Fig. 1: wiring by layer
Bar = 100 um.
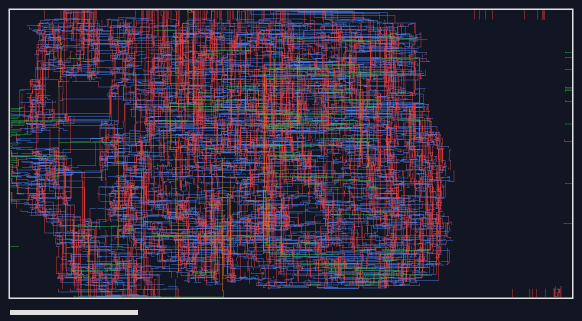
Fig. 2: sizing map
Bar = 100 um.
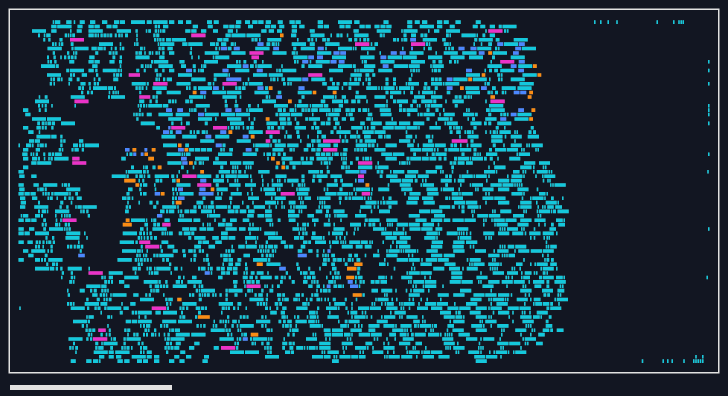
Fig. 3: port wiring
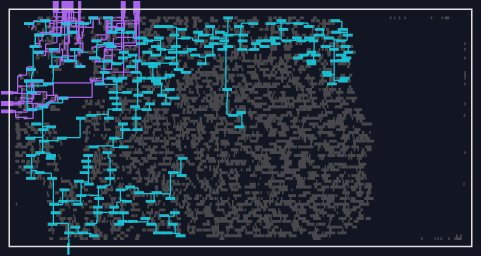
Fig. 4: clock wiring as the flow saved it
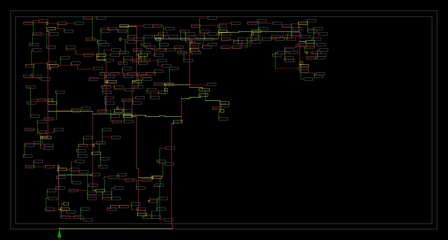
### src/rtl/relu_forward_if.sv
// Memory handle shared by the tensor stages: one request channel into a word-addressed memory.
interface mem_handle;
  logic [31:0] region_begin;
  logic [31:0] ptr;
  logic        r_en;
  logic        w_en;
  logic        avail;
  logic [31:0] data_store;
  logic [31:0] data_load;
  logic        read_through;
  logic        write_through;
  logic        done;

  // Handshake: requester drives ptr/data with r_en or w_en plus avail and holds them
  // unchanged until it samples done high; it drops the request in that same cycle.
  modport master_rd (
    input  region_begin, data_load, done,
    output ptr, r_en, w_en, avail, data_store, read_through, write_through
  );

  modport master_wr (
    input  region_begin, done,
    output ptr, r_en, w_en, avail, data_store, read_through, write_through
  );

  modport memory (
    output region_begin, data_load, done,
    input  ptr, r_en, w_en, avail, data_store, read_through, write_through
  );
endinterface

### src/rtl/relu_forward.sv
// Element-wise (leaky) ReLU copying a header-prefixed tensor from handle x to handle y.
module relu_forward #(
  parameter int LEAKY      = 0,
  parameter int LEAK_SHIFT = 4
) (
  input  logic       clk,
  input  logic       rst_l,
  mem_handle.master_rd x,
  mem_handle.master_wr y,
  input  logic       go,
  output logic       done,
  output logic [3:0] state_dbg_o
);

  typedef enum logic [3:0] {
    WAIT, HR0, HW0, HR1, HW1, CNT, RD, WR, DONE
  } relu_state_e;

  relu_state_e state_q, state_d;
  logic        active_q, active_d;
  logic [31:0] rows_q, rows_d;
  logic [31:0] cols_q, cols_d;
  logic [31:0] remaining_q, remaining_d;
  logic [31:0] result_q, result_d;
  logic [31:0] x_ptr_q, x_ptr_d;
  logic        x_req_q, x_req_d;
  logic [31:0] y_ptr_q, y_ptr_d;
  logic        y_req_q, y_req_d;
  logic [31:0] y_data_q, y_data_d;
  logic        y_wt_q, y_wt_d;

  // Kept as its own signed net so the arithmetic shift is not turned unsigned by a ?: context.
  logic signed [31:0] shifted;
  logic        [31:0] relu_v;

  assign shifted = $signed(x.data_load) >>> LEAK_SHIFT;
  assign relu_v  = (x.data_load[31] == 1'b0) ? x.data_load
                 : ((LEAKY != 0) ? shifted : 32'd0);

  // Each access state spends one cycle issuing the request (active_q=0), then waits for done.
  always_comb begin
    state_d     = state_q;
    active_d    = active_q;
    rows_d      = rows_q;
    cols_d      = cols_q;
    remaining_d = remaining_q;
    result_d    = result_q;
    x_ptr_d     = x_ptr_q;
    x_req_d     = x_req_q;
    y_ptr_d     = y_ptr_q;
    y_req_d     = y_req_q;
    y_data_d    = y_data_q;
    y_wt_d      = y_wt_q;
    case (state_q)
      WAIT: begin
        if (go) state_d = HR0;
      end
      HR0: begin
        if (!active_q) begin
          x_ptr_d  = x.region_begin;
          y_ptr_d  = y.region_begin;
          x_req_d  = 1'b1;
          active_d = 1'b1;
        end else if (x.done) begin
          rows_d   = x.data_load;
          x_req_d  = 1'b0;
          x_ptr_d  = x_ptr_q + 32'd1;
          active_d = 1'b0;
          state_d  = HW0;
        end
      end
      HW0: begin
        if (!active_q) begin
          y_data_d = rows_q;
          y_req_d  = 1'b1;
          active_d = 1'b1;
        end else if (y.done) begin
          y_req_d  = 1'b0;
          y_ptr_d  = y_ptr_q + 32'd1;
          active_d = 1'b0;
          state_d  = HR1;
        end
      end
      HR1: begin
        if (!active_q) begin
          x_req_d  = 1'b1;
          active_d = 1'b1;
        end else if (x.done) begin
          cols_d   = x.data_load;
          x_req_d  = 1'b0;
          x_ptr_d  = x_ptr_q + 32'd1;
          active_d = 1'b0;
          state_d  = HW1;
        end
      end
      HW1: begin
        if (!active_q) begin
          y_data_d = cols_q;
          y_req_d  = 1'b1;
          active_d = 1'b1;
        end else if (y.done) begin
          y_req_d  = 1'b0;
          y_ptr_d  = y_ptr_q + 32'd1;
          active_d = 1'b0;
          state_d  = CNT;
        end
      end
      CNT: begin
        remaining_d = 32'(rows_q * cols_q);
        state_d     = (remaining_d == 32'd0) ? DONE : RD;
      end
      RD: begin
        if (!active_q) begin
          x_req_d  = 1'b1;
          active_d = 1'b1;
        end else if (x.done) begin
          result_d = relu_v;
          x_req_d  = 1'b0;
          x_ptr_d  = x_ptr_q + 32'd1;
          active_d = 1'b0;
          state_d  = WR;
        end
      end
      WR: begin
        if (!active_q) begin
          y_data_d = result_q;
          y_wt_d   = (remaining_q == 32'd1);
          y_req_d  = 1'b1;
          active_d = 1'b1;
        end else if (y.done) begin
          y_req_d     = 1'b0;
          y_wt_d      = 1'b0;
          y_ptr_d     = y_ptr_q + 32'd1;
          remaining_d = remaining_q - 32'd1;
          active_d    = 1'b0;
          state_d     = (remaining_q != 32'd1) ? RD : DONE;
        end
      end
      DONE: begin
        if (!go) state_d = WAIT;
      end
      default: state_d = WAIT;
    endcase
  end

  always_ff @(posedge clk or negedge rst_l) begin
    if (!rst_l) begin
      state_q     <= WAIT;
      active_q    <= 1'b0;
      rows_q      <= '0;
      cols_q      <= '0;
      remaining_q <= '0;
      result_q    <= '0;
      x_ptr_q     <= '0;
      x_req_q     <= 1'b0;
      y_ptr_q     <= '0;
      y_req_q     <= 1'b0;
      y_data_q    <= '0;
      y_wt_q      <= 1'b0;
    end else begin
      state_q     <= state_d;
      active_q    <= active_d;
      rows_q      <= rows_d;
      cols_q      <= cols_d;
      remaining_q <= remaining_d;
      result_q    <= result_d;
      x_ptr_q     <= x_ptr_d;
      x_req_q     <= x_req_d;
      y_ptr_q     <= y_ptr_d;
      y_req_q     <= y_req_d;
      y_data_q    <= y_data_d;
      y_wt_q      <= y_wt_d;
    end
  end

  assign x.ptr           = x_ptr_q;
  assign x.r_en          = x_req_q;
  assign x.w_en          = 1'b0;
  assign x.avail         = x_req_q;
  assign x.data_store    = 32'd0;
  assign x.read_through  = 1'b0;
  assign x.write_through = 1'b0;

  assign y.ptr           = y_ptr_q;
  assign y.r_en          = 1'b0;
  assign y.w_en          = y_req_q;
  assign y.avail         = y_req_q;
  assign y.data_store    = y_data_q;
  assign y.read_through  = 1'b0;
  assign y.write_through = y_wt_q;

  assign done        = (state_q == DONE);
  assign state_dbg_o = state_q;

endmodule

### src/flat_wrapper.sv
// flat-port wrapper written by rule: the top's interface ports become plain ports
module relu_forward_flat 
#(
  parameter int LEAKY      = 0,
  parameter int LEAK_SHIFT = 4
)
  (clk, rst_l, go, done, state_dbg_o, x_region_begin, x_data_load, x_done, x_ptr, x_r_en, x_w_en, x_avail, x_data_store, x_read_through, x_write_through, y_region_begin, y_done, y_ptr, y_r_en, y_w_en, y_avail, y_data_store, y_read_through, y_write_through);
  mem_handle x_i ();
  mem_handle y_i ();
  input  logic clk;
  input  logic rst_l;
  input  logic go;
  output logic done;
  output logic [3:0] state_dbg_o;
  input wire logic [$bits(x_i.region_begin)-1:0] x_region_begin;
  input wire logic [$bits(x_i.data_load)-1:0] x_data_load;
  input wire logic [$bits(x_i.done)-1:0] x_done;
  output wire logic [$bits(x_i.ptr)-1:0] x_ptr;
  output wire logic [$bits(x_i.r_en)-1:0] x_r_en;
  output wire logic [$bits(x_i.w_en)-1:0] x_w_en;
  output wire logic [$bits(x_i.avail)-1:0] x_avail;
  output wire logic [$bits(x_i.data_store)-1:0] x_data_store;
  output wire logic [$bits(x_i.read_through)-1:0] x_read_through;
  output wire logic [$bits(x_i.write_through)-1:0] x_write_through;
  input wire logic [$bits(y_i.region_begin)-1:0] y_region_begin;
  input wire logic [$bits(y_i.done)-1:0] y_done;
  output wire logic [$bits(y_i.ptr)-1:0] y_ptr;
  output wire logic [$bits(y_i.r_en)-1:0] y_r_en;
  output wire logic [$bits(y_i.w_en)-1:0] y_w_en;
  output wire logic [$bits(y_i.avail)-1:0] y_avail;
  output wire logic [$bits(y_i.data_store)-1:0] y_data_store;
  output wire logic [$bits(y_i.read_through)-1:0] y_read_through;
  output wire logic [$bits(y_i.write_through)-1:0] y_write_through;
  assign x_i.region_begin = x_region_begin;
  assign x_i.data_load = x_data_load;
  assign x_i.done = x_done;
  assign x_ptr = x_i.ptr;
  assign x_r_en = x_i.r_en;
  assign x_w_en = x_i.w_en;
  assign x_avail = x_i.avail;
  assign x_data_store = x_i.data_store;
  assign x_read_through = x_i.read_through;
  assign x_write_through = x_i.write_through;
  assign y_i.region_begin = y_region_begin;
  assign y_i.done = y_done;
  assign y_ptr = y_i.ptr;
  assign y_r_en = y_i.r_en;
  assign y_w_en = y_i.w_en;
  assign y_avail = y_i.avail;
  assign y_data_store = y_i.data_store;
  assign y_read_through = y_i.read_through;
  assign y_write_through = y_i.write_through;
  relu_forward #(.LEAKY(LEAKY), .LEAK_SHIFT(LEAK_SHIFT)) u_core (.clk(clk), .rst_l(rst_l), .x(x_i), .y(y_i), .go(go), .done(done), .state_dbg_o(state_dbg_o));
endmodule
### config.mk
export PLATFORM = sky130hd
export DESIGN_NAME = relu_forward_flat
export DESIGN_NICKNAME = d
export VERILOG_FILES = /design/src/rtl/relu_forward_if.sv /design/src/rtl/relu_forward.sv /design/src/flat_wrapper.sv
export SDC_FILE = /design/constraint.sdc
export NUM_CORES = 2
export LEC_CHECK = 0
export CAP_MARGIN = 25
export CORE_ASPECT_RATIO = 0.5
export CORE_MARGIN = 5
export CORE_UTILIZATION = 30
export DETAILED_ROUTE_END_ITERATION = 8
export HOLD_SLACK_MARGIN = 0.06
export PLACE_DENSITY = 0.48
export RECOVER_POWER = 25
export SLEW_MARGIN = 5
export SYNTH_ARGS = -nofsm -noshare
export SYNTH_HDL_FRONTEND = slang
export SYNTH_SLANG_ARGS = --single-unit
### constraint.sdc
create_clock -name clk -period 16 [get_ports clk]
set_clock_uncertainty 0.15 [all_clocks]
set_input_delay 3.2 -clock clk [delete_from_list [all_inputs] [get_ports clk]]
set_output_delay 3.2 -clock clk [all_outputs]
set_load 0.03 [all_outputs]
==> ds_physical_params.txt <==
Summary of implementation characteristics

Parameter                              Value

Setup path
  Crit path capture type .................. flop
  Most used cell along the critical path .................. fa_1
  Worst-path maximum fanout .................. 21
  Worst-case reg-to-reg path depth .................. 22

Final timing
  Actual transition at the worst max-transition pin .................. 5477 ps
  Total of endpoints with negative setup slack in the final report .................. 0
  Setup TNS .................. 0 ps
  Final Hold Slack .................. about 330 ps
  Final hold vios .................. 0
  Final max-slew violation count .................. 194

Synth
  Top-area cell type share of the netlist area .................. 29.80%
  XOR/XNOR share of the synthesized area .................. 2.607%
  Most frequent cell after synthesis .................. nand2_1
  Complex-gate fraction of the synthesized area .................. 11.76%
  Dominant kind of combinational cell .................. adder cells
  Yosys synthesis warning count .................. 0
  Post-synthesis instance area .................. 0.02741 mm2
  Top post-synthesis cells by area .................. fa_1 30%, dfrtp_1 21%, nand2_1 7.0%, ha_1 5.8%, and2_1 4.6%

Routing
  DR vias .................. 22,137
  First DRT Iteration DRCs .................. 1,633
  Drt drc .................. 0

CTS
  Worst-case clock buffer depth .................. 3
  Post CTS Setup Buffer Count .................. 0
  Root cell of the clock tree .................. clkbuf_16
  TritonCTS sink count .................. 231

Floorplan
  Count of standard-cell rows .................. 78
  Init Core Util .................. 30.23%

Layout
  Final core utilization .................. 34.58%

Job
  Count of max-cap constraint violations .................. 4

GRT
  First-pass GRT wire length .................. roughly 140 mm

Outcome
  Violations in the final reports .................. capacitance limit, slew limit
  Result of the run .................. complete, but fails checks

Placement
  Global placer's final weighted congestion .................. 0.8697

Min path
  Worst Hold Depth .................. 2
About Fig. 1:
legend:
  orange:
    layer: metal 4
    wire_length: 2,030 um
  red:
    layer: metal 2
    wire_length: 40.8 mm
  blue:
    layer: metal 1
    wire_length: 43.6 mm
  green:
    layer: metal 3
    wire_length: 5,120 um
Avg WL per Cell: 21.10 um
total global routing track utilization: 18.59%
detailed-route wire length: 91.62 mm

About Fig. 2:
legend:
  cyan:
    size: _0 and _1 cells
    cells: 2,966
    share: 94%
  blue:
    size: _2 cells
    cells: 86
    share: 2.7%
  orange:
    size: _3 and _4 cells
    cells: 49
    share: 1.6%
  magenta:
    size: _6 and larger
    cells: 40
    share: 1.3%
cell area after layout: 0.03135 mm2
Area Growth Syn to Fin: 14.38%

About Fig. 3:
legend:
  purple:
    port: `x_ptr`
    direction: output
    end_cells: 32
    buffers: 32
    wire: 2,100 um
  cyan:
    port: `rst_l`
    direction: input
    end_cells: 231
    buffers: 2
    wire: 2,270 um
number of input and output port buffers inserted: 206
number of top-level pins: 244

About Fig. 4:
number of clock buffers inserted by TritonCTS: 28
sequential cell count of the final layout: 231
clock network latency to the later pin of the worst-skew pair: 610 ps

critical path, delay by kind of cell, from the launching register on:
kind / cells / cell delay (ps)
buf+inv: 2 / 420
simple gates: 4 / 1080
compound gates: 6 / 1370
mux: 1 / 290
flops: 1 / 580
fa+ha+maj: 9 / 4480
sequential cells by signal, indices dropped and copies added (netlist names), 4 cells and up:
register             cells
u_core.cols_q           32
u_core.remaining_q      32
u_core.rows_q           32
u_core.x.ptr            32
u_core.y.data_store     32
u_core.y.ptr            32
u_core.result_q         31
u_core.state_dbg_o       4
kinds of logic (layout without fill, tap and decap cells):
family	after synthesis	count (layout)
adders and majority gates	535	535
xor gates and xnor gates	80	80
buffers and inverters	546	606
DFF	231	231
AOI/OAI and AO/OA	533	533
and+or+nand+nor	1053	1053
muxes	66	66
other	1	39
layout by cell type (no fill, tap or decap), types with 15 or more instances in the layout:
master           count
a21oi_1            173
a22oi_1             42
a31oi_1             42
and2_1             201
and3_1              19
buf_4               36
clkbuf_16           28
clkdlybuf4s50_1    203
conb_1              37
dfrtp_1            229
fa_1               408
ha_1               127
inv_1              308
mux2_2              64
nand2_1            512
nand2b_1            39
nand3_1             48
nand4_1             15
nor2_1             128
nor3_1              29
o21ai_0            149
o22ai_1             29
xnor2_1             54
xor2_1              25
per-stage QoR:
| step | setup WS (ps) |
|---|---|
| finish | 7515 |
| global route | 7173 |
| CTS | 7464 |
| detailed placement | 7430 |
| global placement | 7508 |
| floorplan | 8283 |
worst min path at each step:
stage | startpoint | endpoint | slack (ps)
3_5_place_dp | u_core.result_q[22] | u_core.result_q[22] | 320
5_1_grt | u_core.result_q[0] | u_core.result_q[0] | 360
6_report | u_core.result_q[22] | u_core.result_q[22] | 330
3_3_place_gp | u_core.result_q[20] | u_core.result_q[20] | 310
2_1_floorplan | u_core.result_q[0] | u_core.result_q[0] | 300
4_1_cts | u_core.result_q[4] | u_core.result_q[4] | 340
area by class of cell:
cell class              count  area (um2)  share of cell area (%)
diodes                      2       5.005                 0.01596
clock inverters             6       68.82                  0.2195
multi-input cells        2304       19600                   62.52
inverters                 308        1156                   3.688
clock buffers              43       787.0                   2.510
flip-flops and latches    231        5783                   18.45
repair buffers            249        2447                   7.807
well taps                1200        1501                   4.789
layer usage:
metal | part of all wire [%] | GRT usage (%)
met4 | 2.2 | 3.527
met1 | 48 | 27.61
met2 | 45 | 29.13
met5 | 0 | 0
met3 | 5.6 | 2.599
